<file path="src/rtl/breathe_pkg.sv">
// Shared types and helpers for the LED breathing duty generator.
package breathe_pkg;

  typedef enum logic [1:0] {
    RISE    = 2'd0,
    HOLD_HI = 2'd1,
    FALL    = 2'd2,
    HOLD_LO = 2'd3
  } phase_t;

  localparam logic MODE_SAW = 1'b0;
  localparam logic MODE_TRI = 1'b1;

  // l*(l+1) >> w; for l < 2^w the product fits in 2*w bits, so 32-bit math is exact for w <= 16.
  function automatic int unsigned gamma(input int unsigned l, input int unsigned w);
    return (l * (l + 1)) >> w;
  endfunction

endpackage

</file>
<file path="src/rtl/tick_prescaler.sv">
// Free-running divider: one-cycle tick every DIV enabled clocks, held at zero while disabled.
module tick_prescaler #(
  parameter int DIV = 4
) (
  input  logic clk,
  input  logic rst_n,
  input  logic en,
  output logic tick
);

  localparam int CW = (DIV > 1) ? $clog2(DIV) : 1;

  logic [CW-1:0] count;

  always_ff @(posedge clk) begin
    if (!rst_n)                        count <= '0;
    else if (!en)                      count <= '0;
    else if (count == CW'(DIV - 1))    count <= '0;
    else                               count <= count + CW'(1);
  end

  // Gated with en so a tick can't leak out on the cycle en drops.
  assign tick = en & (count == CW'(DIV - 1));

endmodule

</file>
<file path="src/rtl/led_breathe_gen.sv">
// Triangle/sawtooth brightness ramp whose duty word only updates on a PWM period boundary.
module led_breathe_gen
  import breathe_pkg::*;
#(
  parameter int DUTY_W     = 5,
  parameter int STEP_DIV   = 20833,
  parameter int HOLD_STEPS = 8,
  parameter int GAMMA      = 1
) (
  input  logic              CLK_3p33MHZ,
  input  logic              RST_N,
  input  logic              EN,
  input  logic              MODE,
  input  logic              PERIOD_START,
  output logic [DUTY_W-1:0] DUTY,
  output logic              DUTY_VALID,
  output logic [1:0]        PHASE,
  output logic              OVERRUN
);

  localparam logic [DUTY_W-1:0] MAX = '1;
  localparam int HW = (HOLD_STEPS > 1) ? $clog2(HOLD_STEPS) : 1;

  logic              tick;
  logic              step_pending;
  logic              step_take;
  logic              hold_last;
  phase_t            state, nxt_state;
  logic [DUTY_W-1:0] level, nxt_level, duty_nxt;
  logic [HW-1:0]     hold_cnt, nxt_hold;

  tick_prescaler #(.DIV(STEP_DIV)) u_pre (
    .clk   (CLK_3p33MHZ),
    .rst_n (RST_N),
    .en    (EN),
    .tick  (tick)
  );

  assign step_take = (step_pending | tick) & PERIOD_START & EN;
  assign hold_last = (HOLD_STEPS <= 1) || (int'(hold_cnt) >= HOLD_STEPS - 1);

  always_comb begin
    nxt_state = state;
    nxt_level = level;
    nxt_hold  = hold_cnt + HW'(1);
    if (MODE == MODE_SAW) begin
      nxt_state = RISE;
      nxt_level = level + DUTY_W'(1);
    end else begin
      case (state)
        RISE: begin
          // From MAX this wraps to 0: only reachable right after a sawtooth->triangle switch.
          nxt_level = level + DUTY_W'(1);
          if (nxt_level == MAX) begin
            nxt_state = (HOLD_STEPS == 0) ? FALL : HOLD_HI;
            nxt_hold  = '0;
          end
        end
        HOLD_HI: if (hold_last) nxt_state = FALL;
        FALL: begin
          nxt_level = (level == '0) ? '0 : level - DUTY_W'(1);
          if (nxt_level == '0) begin
            nxt_state = (HOLD_STEPS == 0) ? RISE : HOLD_LO;
            nxt_hold  = '0;
          end
        end
        HOLD_LO: if (hold_last) nxt_state = RISE;
        default: ;
      endcase
    end
  end

  assign duty_nxt = (GAMMA != 0) ? DUTY_W'(gamma(32'(nxt_level), DUTY_W)) : nxt_level;

  always_ff @(posedge CLK_3p33MHZ) begin
    if (!RST_N) begin
      step_pending <= 1'b0;
      state        <= RISE;
      level        <= '0;
      hold_cnt     <= '0;
      DUTY         <= '0;
      DUTY_VALID   <= 1'b0;
      OVERRUN      <= 1'b0;
    end else begin
      DUTY_VALID <= step_take;
      if (!EN || step_take) step_pending <= 1'b0;
      else if (tick)        step_pending <= 1'b1;
      // A second tick arriving before the first was consumed is a lost step.
      if (tick && step_pending && !step_take) OVERRUN <= 1'b1;
      if (step_take) begin
        state    <= nxt_state;
        level    <= nxt_level;
        hold_cnt <= nxt_hold;
        DUTY     <= duty_nxt;
      end
    end
  end

  assign PHASE = state;

endmodule

</file>
<file path="config.mk">
export PLATFORM = sky130hd
export DESIGN_NAME = led_breathe_gen
export DESIGN_NICKNAME = d
export VERILOG_FILES = /design/src/rtl/breathe_pkg.sv /design/src/rtl/tick_prescaler.sv /design/src/rtl/led_breathe_gen.sv
export SDC_FILE = /design/constraint.sdc
export NUM_CORES = 1
export LEC_CHECK = 0
export ABC_AREA = 1
export CAP_MARGIN = 20
export CELL_PAD_IN_SITES_DETAIL_PLACEMENT = 0
export CELL_PAD_IN_SITES_GLOBAL_PLACEMENT = 1
export CORE_MARGIN = 2
export CORE_UTILIZATION = 45
export DETAILED_ROUTE_END_ITERATION = 12
export PLACE_DENSITY = 0.86
export SYNTH_ARGS = -nofsm -noshare
export SYNTH_HDL_FRONTEND = slang
export SYNTH_SLANG_ARGS = --single-unit
</file>
<file path="constraint.sdc">
create_clock -name CLK_3p33MHZ -period 6.69 [get_ports CLK_3p33MHZ]
set_input_delay 1.338 -clock CLK_3p33MHZ [delete_from_list [all_inputs] [get_ports CLK_3p33MHZ]]
set_output_delay 1.338 -clock CLK_3p33MHZ [all_outputs]
set_load 0.01 [all_outputs]
</file>
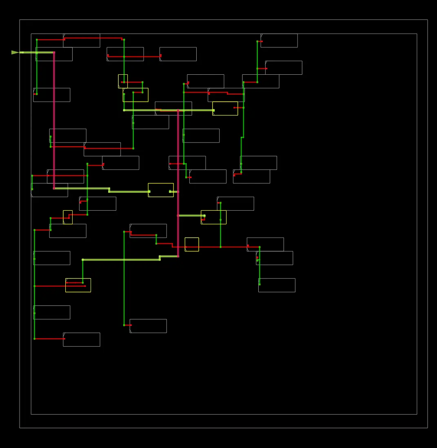
**Above:** run 1 (the clock network).
clk ins delay skew pair: 0.28 ns
Clock Sinks: 33
clock buffers: 5
Clock Skew: 0.00333 ns
CTS Buf Count: 5

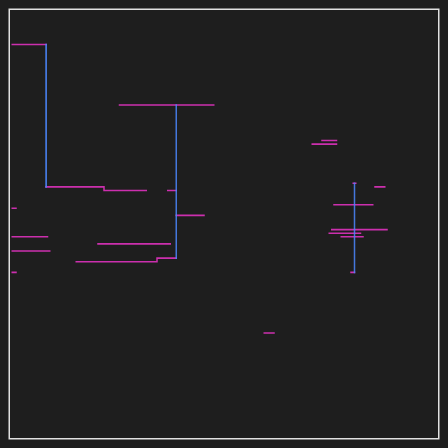
**Above:** run 1 (routed metal, one colour a layer).
Two of the layers only.
Key: blue = met4 [wire length 73.4 um]; magenta = met3 [wire length 140 um]
Total GRT Usage: 0.179
wire per inst: 11.2 um

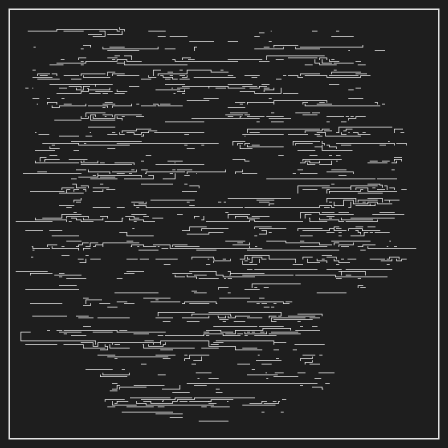
**Above:** run 1 (M1 wires).
The wires run mostly horizontal. The layer carries 2600 um of wire. The longest straight run is 24.8 um. The layer holds 50% of the routed length.
detailed-route via count: 2287
met1 Use GR: 0.240
Routed WL: 5.22 mm

==> notes.md, run 1 <==
flow finished, numbers: Post-synth top cells=inv_1 (63), nand2_1 (62), nor2_1 (36), syn_nets=423, Worst EP arrival=6.13 ns, leak pwr=1.41 nW, initial DRC count=about 60, sw power=0.0000834 W, Slowest cell on crit path=fa_1, top routing layer in use=met4, Starting Density=0.462, CP Data Required Time=6.88 ns, run status=complete, no violations, die area=about 0.0067 mm2, Area Overhead vs Synth=10.3%, Net Sw Frac=0.234, final instance area=0.00300 mm2, Final Hold Vio Count=0, Yosys warnings=0, maximum vdd ir drop=around 0.00012 V, Yosys chip area=0.00272 mm2, Reg clk slew, reported paths=0.07 ns, Residual DRC=0, hpwl dp=~4.1 mm, P_comb=0.0000123 W, Post-synth ARST share=0, clk pwr=0.000147 W, Pint=0.000273 W, WL met3=~140 um, metal1 wirelength=about 2.6 mm, antenna violations before repair=0, Pwr Total=0.000357 W, Least-Margin Pin Slew=0.522 ns, fin util=0.509, post-route ant nets=0, cells after synthesis=373, via-per-instance ratio=4.93, layout cells sized above 1=0.0848, distinct cell type count after synthesis=37, H-tree levels=2, crit-path max FO=7, Post-synth EDFFs=0, min-delay worst type=register to register, postcts setup bufs=0, final period utilization=0.888, num rows=28, met2 wire length=2.41 mm, Root Buffer=clkbuf_8, clk buf depth=2, relative slew slack=0.651, most used flip-flop cell=dfxtp_1, fin nets=438, Layout Cells excl Fill=464, kind of start point of the critical path=primary input, Ant. Diodes=0, fmax=168 MHz, Tmin final=roughly 5.9 ns, total cells reported by yosys after synthesis=between 300 and 400, Pwr top=sequential cells, largest area contributor in the netlist=dfxtp_1, Worst setup EP type=register, first-pass GRT wire length=9.56 mm, PortBufs=13, P_seq=0.000197 W, Synth area leaders=dfxtp_1 (24%), ha_1 (16%), inv_1 (8.7%), clock power share=0.412, Avg Cell Area, Syn=~7.3 um2, Worst Path Class, Setup=primary input to register, post-place setup slack=0.451 ns, DP Area=~0.0029 mm2, PwrDens=119 mW/mm2, endpoints failing setup=0, flops & latches, synth=33, Routability Congestion=0.827, I/O pin count=14, crit-path leading delay family=adder cells, top logic cells by instance count in the layout=inv_1 (63), nand2_1 (62), nor2_1 (36), most frequent logic cell in the layout=inv_1, Seq pwr share=0.554, maximum capacitance violations=0, Hold Slack=0.449 ns, DR pass1 iterations=4, Die Span X=81.7 um, Area leader share=0.243, Resized Gates After CTS=0, Core Area=0.00589 mm2, Synth Seq Share=0.243, Hold-fix buffers, CTS=0, Bufs and invs on worst path=7
==> run 1: per-layer routing <==
layer,track usage,up-vias
met3,0.0319,8
met1,0.240,1028
li1,-,1220
met4,0.0500,0
met2,0.298,31
met5,0,-
==> run 1: final cells by class <==
cell class / count / area (um2) / area share
Clock buffer: 5 / 68.8 / 0.0230
Clock inverter: 3 / 17.5 / 0.00584
Inverter: 70 / 263 / 0.0876
Multi-Input combinational cell: 265 / 1760 / 0.588
Sequential cell: 33 / 661 / 0.220
Tap cell: 75 / 93.8 / 0.0313
Timing Repair Buffer: 13 / 130 / 0.0434
==> run 1: kinds of logic after synthesis <==
| group | count (synthesis) | synth area share |
|---|---|---|
| flip-flops | 33 | 0.243 |
| AND/OR/NAND/NOR | 156 | 0.270 |
| AND-OR/OR-AND | 56 | 0.116 |
| adder cells (fa/ha/maj) | 45 | 0.235 |
| buffers and inverters | 75 | 0.108 |
| XOR/XNOR | 8 | 0.0285 |
==> run 1: worst register-to-register path, delay by kind of cell (launching register included) <==
family	cells	cell delay [ns]
flip-flops	1	0.41
adder cells (fa/ha/maj)	6	2.47
buffers and inverters	7	0.47
AND/OR/NAND/NOR	12	1.31
AND-OR/OR-AND	2	0.36
==> run 1: final timing paths <==
kind	startpoint	to	slack, ns	cells after the start
worst max-delay path	MODE	DUTY[4]	0.75	26
worst max register to register	PHASE[0]	DUTY[4]	1.57	27
worst min-delay path	OVERRUN	OVERRUN	0.45	2
worst min register to register	OVERRUN	OVERRUN	0.45	2
==> run 1: state kept, by name, summed over array words and instances, names as in the netlist <==
name	cells
hold_cnt	3
PHASE	2
DUTY_VALID	1
level	5
OVERRUN	1
DUTY	5
u_pre.count	15
step_pending	1
==> inputs of run 2 (changes only) <==
- CORE_UTILIZATION: 45 -> 40
- PLACE_DENSITY: 0.86 -> 0.78
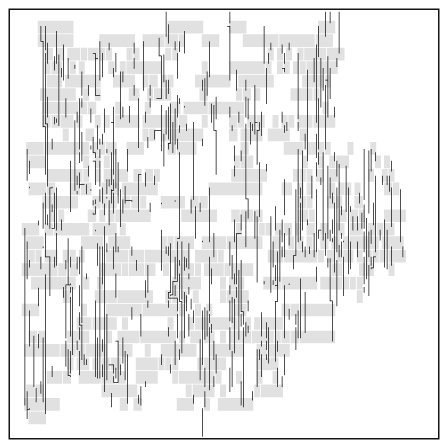
**Above:** run 2 (M2 wires).
The wires run mostly vertical. The layer holds 45% of the routed length. 316 nets have wire on it. The longest straight run is 35.7 um. The layer carries 2360 um of wire.

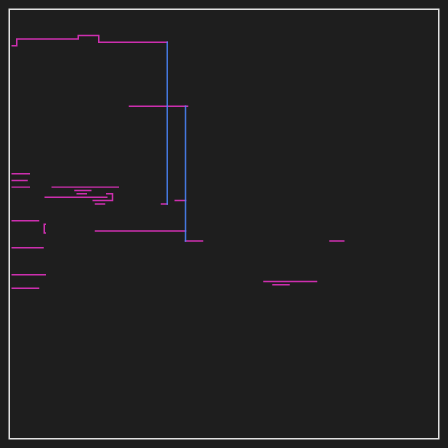
**Above:** run 2 (routed metal, one colour a layer).
Two of the layers only.
Key: blue = met4 [wire length 59.8 um]; magenta = met3 [wire length 162 um]

==> notes.md, run 2 <==
flow finished, numbers: run status=complete, no violations, kind of start point of the critical path=primary input, Worst R2R Start=PHASE[0], die area=0.00747 mm2 (+12%), Slowest cell on crit path=fa_1, fin nets=439 (+0.23%), Bufs and invs on worst path=7 (unchanged), largest reg by FF count=u_pre.count, Post-synth top cells=inv_1 (63), nand2_1 (62), nor2_1 (36), Area Overhead vs Synth=11.9%, Resized Gates After CTS=0 (unchanged), top logic cells by instance count in the layout=inv_1 (63), nand2_1 (62), nor2_1 (36), Hold-fix buffers, CTS=0 (unchanged), total cells reported by yosys after synthesis=373 (unchanged), Hold Slack=0.460 ns (+0.0108 ns), Reg2Reg Depth=20 (-26%), initial DRC count=84 (+40%), maximum capacitance violations=0 (unchanged), Synth Seq Share=0.243 (unchanged), CP Data Required Time=6.88 ns (about the same), flops & latches, synth=33 (unchanged), distinct cell type count after synthesis=37 (unchanged), hold depth=2 (unchanged), clk buf depth=2 (unchanged), met2 wire length=2.36 mm (-1.9%), largest area contributor in the netlist=dfxtp_1, final instance area=0.00304 mm2 (+1.5%), biggest registers after layout=u_pre.count: 15 flops, DUTY: 5 flops, level: 5 flops, PwrDens=132 mW/mm2 (+11%), DR pass1 iterations=4 (unchanged), Residual DRC=0 (unchanged), post-route ant nets=0 (unchanged), metal1 wirelength=2.69 mm (+3.5%), Routed WL=5.27 mm (+1.1%), most used flip-flop cell=dfxtp_1, min-delay worst type=register to register, Global Route met3 Usage=0.0276 (-0.00425), num rows=30 (+7.1%), endpoints failing setup=0 (unchanged), I/O pin count=14 (unchanged), cells after synthesis=373 (unchanged), Tmin final=5.83 ns (-0.112 ns), hpwl dp=4.19 mm (+2.3%), Core Area=0.00668 mm2 (+14%), Yosys chip area=0.00272 mm2 (unchanged), Worst Path Class, Setup=primary input to register, via-per-instance ratio=4.80 (-2.5%), met1 Use GR=0.214 (-0.0252), Area leader share=0.243 (unchanged), Worst setup EP type=register, final period utilization=0.871 (-0.0167), CTS Buf Count=5 (unchanged), Post-synth ARST share=0 (unchanged), top routing layer in use=met4, maximum vdd ir drop=0.000113 V (-2.4%), crit-path leading delay family=adder cells, Root Buffer=clkbuf_8, Final Hold Vio Count=0 (unchanged), syn_nets=423 (unchanged), Synth area leaders=dfxtp_1 (24%), ha_1 (16%), inv_1 (8.7%), Total GRT Usage=0.156 (-0.0239), Ant. Diodes=0 (unchanged), relative slew slack=0.583 (-0.0675), most frequent logic cell in the layout=inv_1, wire per inst=11.2 um (-0.24%), critical path launch point=MODE, Starting Density=0.407 (-0.0550), PortBufs=13 (unchanged), Clock Sinks=33 (unchanged), Least-Margin Pin Slew=0.623 ns (+0.101 ns), Yosys warnings=0 (unchanged), Worst EP arrival=6.02 ns (-0.11 ns), clk ins delay skew pair=0.28 ns (about the same), max FFs per register=15 (unchanged), antenna violations before repair=0 (unchanged), worst hold start=OVERRUN, postcts setup bufs=0 (unchanged), reg2reg end=DUTY[2], leak pwr=1.43 nW (+1.3%), crit-path max FO=7 (unchanged)
run 2: cell counts after synthesis:
Identical to the previous run, type by type.
run 2: worst min-delay path: cells and delay by family (launching register included):
kind,cells,cell delay (ns)
compound gates,1,0.05
buf+inv,1,0.05
flops,1,0.31
run 2: report_power, final:
group	internal [W]	leakage (nW)	switching [W]
Sequential	0.000197	0.266	0.000000620
Combinational	0.00000464	1.11	0.00000779
Clock	0.000121	0.0585	0.0000713
Total	0.000323	1.43	0.0000797
run 2: kinds of logic after synthesis:
family,Yosys count,share of synthesized area
adders and majority gates,45,0.235
DFF,33,0.243
xor gates and xnor gates,8,0.0285
and+or+nand+nor,156,0.270
AOI/OAI and AO/OA,56,0.116
buffers and inverters,75,0.108
run 2: through the flow:
step | utilization | power, W | setup slack [ns]
final | 0.455 | 0.000403 | 0.863
after global routing | 0.455 | 0.000419 | 0.468
after CTS | 0.455 | 0.000411 | 0.827
after detailed placement | 0.438 | 0.000215 | 0.525
after global placement | 0.438 | 0.000214 | 0.613
after floorplan | - | 0.000209 | 1.50
run 2: worst max-delay path by stage:
stage	slack, ns	cells after the start	to
6_report	0.86	26	DUTY[4]
5_1_grt	0.47	26	DUTY[4]
4_1_cts	0.83	26	DUTY[4]
3_5_place_dp	0.52	26	DUTY[4]
3_3_place_gp	0.61	26	DUTY[4]
2_1_floorplan	1.50	25	DUTY[4]
run 2: final cells by class:
cell class / instances / area, um2 / share of cell area
multi-input cells: 265 / 1760 / 0.580
flip-flops and latches: 33 / 661 / 0.217
inverters: 70 / 263 / 0.0864
repair buffers: 14 / 138 / 0.0452
well taps: 80 / 100 / 0.0329
clock buffers: 7 / 86.3 / 0.0284
clock inverters: 1 / 30.0 / 0.00987
==> inputs of run 3 (changes only) <==
- CTS_BUF_LIST: unset -> sky130_fd_sc_hd__clkbuf_4 sky130_fd_sc_hd__clkbuf_8
- TNS_END_PERCENT: unset -> 5
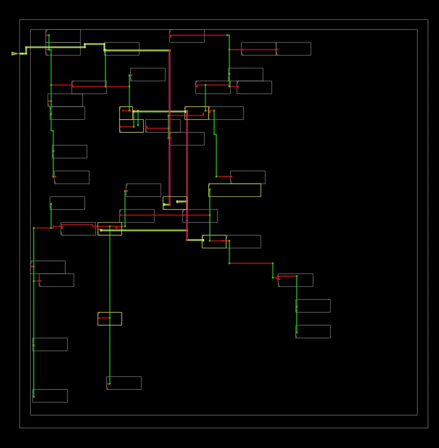
**Above:** run 3 (the clock network).
clock buffers: 7
clk pwr: 0.000197 W
Clock Skew: 0.00818 ns

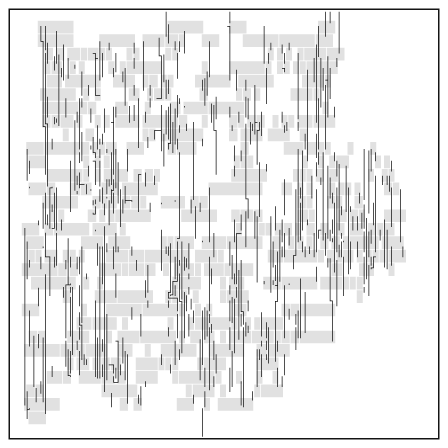
**Above:** run 3 (M2 wires).
The wires run mostly vertical. The longest straight run is 35.7 um.

==> notes.md, run 3 <==
flow finished, numbers: final period utilization=0.871 (about the same), maximum vdd ir drop=0.000118 V (+4.3%), I/O pin count=14 (unchanged), biggest registers after layout=u_pre.count: 15 flops, DUTY: 5 flops, level: 5 flops, PwrDens=134 mW/mm2 (+0.91%), Core Area=0.00668 mm2 (unchanged), Resized Gates After CTS=0 (unchanged), yosys aoi share=0.116 (unchanged), via-per-instance ratio=4.81 (about the same), Pint=0.000327 W (+1.3%), Seq pwr share=0.486 (-0.005), top logic cells by instance count in the layout=inv_1 (63), nand2_1 (62), nor2_1 (36), relative slew slack=0.583 (unchanged), CTS Buf Count=5 (unchanged), Tmin final=5.83 ns (+0.00000200 ns), postcts setup bufs=0 (unchanged), distinct cell type count after synthesis=37 (unchanged), Multiplexer share=0 (unchanged), Comb power frac=0.031 (about the same), hold depth=2 (unchanged), CP Data Required Time=6.88 ns (about the same), CP Depth=26 (unchanged), max FFs per register=15 (unchanged), Bufs and invs on worst path=7 (unchanged), Area Overhead vs Synth=12.1%, Hold Slack=0.460 ns (unchanged), clk buf depth=2 (unchanged), largest area contributor in the netlist=dfxtp_1, clock power share=0.484 (+0.005), Yosys chip area=0.00272 mm2 (unchanged), kind of start point of the critical path=primary input, Synth area leaders=dfxtp_1 (24%), ha_1 (16%), inv_1 (8.7%), largest reg by FF count=u_pre.count, Post-synth ARST share=0 (unchanged), endpoints failing setup=0 (unchanged), Total GRT Usage=0.156 (unchanged), Routed WL=5.27 mm (unchanged), XOR/XNOR Fraction of Synth Area=0.0285 (unchanged), die area=0.00747 mm2 (unchanged), sw power=0.0000798 W (+0.14%), Clock Sinks=33 (unchanged), Worst EP arrival=6.02 ns (about the same), hpwl dp=4.19 mm (unchanged), Root Buffer=clkbuf_8, Least-Margin Pin Slew=0.623 ns (unchanged), setup ws final=0.863 ns (-0.00000200 ns), maximum capacitance violations=0 (unchanged), Reg2Reg Depth=20 (unchanged), Area leader share=0.243 (unchanged), run status=complete, no violations, fin util=0.456 (+0.000562), Starting Density=0.407 (unchanged), clk ins delay skew pair=0.28 ns (about the same), critical path launch point=MODE, Pwr Total=0.000407 W (+1.0%), min-delay worst type=register to register, fa+ha+maj area frac=0.235 (unchanged), Worst R2R Start=PHASE[0], Simple Share, Synth=0.270 (unchanged), Final Hold Vio Count=0 (unchanged), total cells reported by yosys after synthesis=373 (unchanged), Slowest cell on crit path=fa_1, Yosys warnings=0 (unchanged), main logic family after synthesis=simple AND/OR/NAND/NOR gates, Ant. Diodes=0 (unchanged), Residual DRC=0 (unchanged), wire per inst=11.2 um (unchanged), Post-synth top cells=inv_1 (63), nand2_1 (62), nor2_1 (36), crit-path leading delay family=adder cells, post-route ant nets=0 (unchanged), final instance area=0.00305 mm2 (+0.12%)
-- run 3: cell count changes in the layout (fill, tap and decap cells not counted) --
| cell | before | now |
|---|---|---|
| clkbuf_1 | 1 | 0 |
| clkbuf_4 | 0 | 1 |
-- run 3: layout make-up --
| cell class | count | area, um2 | area share |
|---|---|---|---|
| Clock inverter | 1 | 30.0 | 0.00986 |
| Multi-Input combinational cell | 265 | 1760 | 0.579 |
| Tap cell | 80 | 100 | 0.0329 |
| Timing Repair Buffer | 14 | 138 | 0.0452 |
| Sequential cell | 33 | 661 | 0.217 |
| Clock buffer | 7 | 90.1 | 0.0296 |
| Inverter | 70 | 263 | 0.0863 |
-- run 3: layer usage --
layer,vias up,GRT usage,share of wire
met1,989,0.214,0.51
met5,-,0,0
li1,1229,-,-
met4,0,0.0398,0.011
met3,6,0.0276,0.031
met2,35,0.252,0.45
-- run 3: path summary, 6_finish.rpt --
kind	endpoint
max	DUTY[4]
max reg2reg	DUTY[2]
min reg2reg	OVERRUN
min	OVERRUN
-- run 3: power by group through the flow --
stage | Sequential [W] | Combinational [W] | Clock [W]
finish | 0.000198 | 0.0000124 | 0.000197
global route | 0.000198 | 0.0000143 | 0.000211
CTS | 0.000197 | 0.0000126 | 0.000205
detailed placement | 0.000202 | 0.0000125 | 0
global placement | 0.000202 | 0.0000124 | 0
floorplan | 0.000202 | 0.00000702 | 0
-- run 3: cell families (layout without fill, tap and decap cells) --
kind of cell | count (synthesis) | in the layout
AND-OR/OR-AND | 56 | 56
adder cells (fa/ha/maj) | 45 | 45
buffers and inverters | 75 | 92
flip-flops | 33 | 33
XOR/XNOR | 8 | 8
AND/OR/NAND/NOR | 156 | 156

==> gallery <==
Cell sizes after repair.
Bar = 20 um.
Plate I
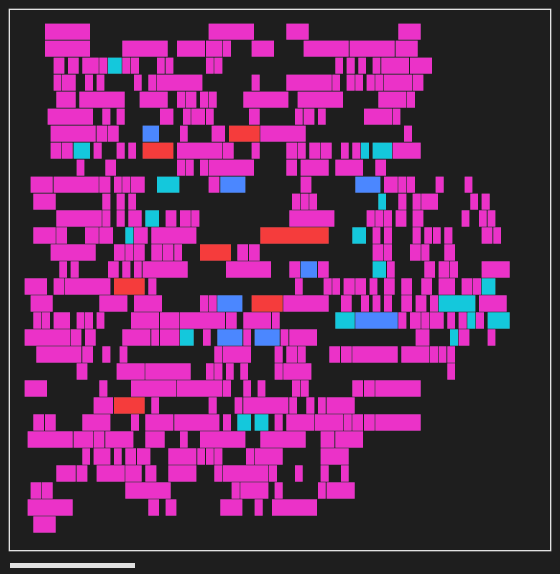
Plate II
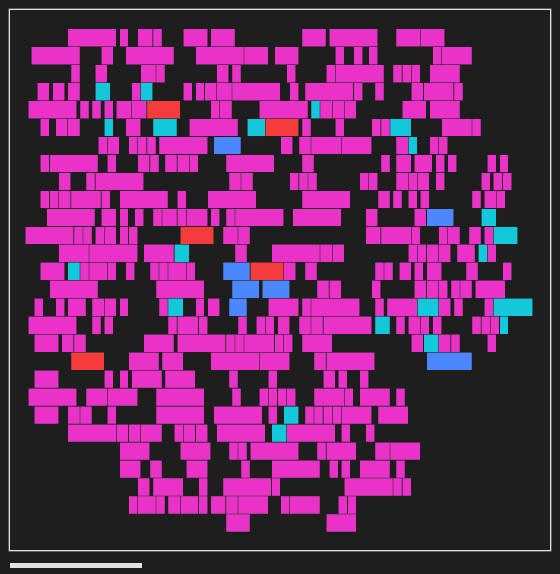
Plate II comes from run 1.
Plate I comes from run 3.

Key to Plate II:
Key: blue = drive 3 to 4 [cells 7, share 1.8%, most used nor2_4]; red = drive 6 and up [cells 5, share 1.3%, most used clkbuf_8]; cyan = drive 2 [cells 21, share 5.4%, most used inv_2]; magenta = drive 1 or less [cells 356, share 92%, most used inv_1]

Power figures rest on the tool's default switching activity, not on a simulated workload.
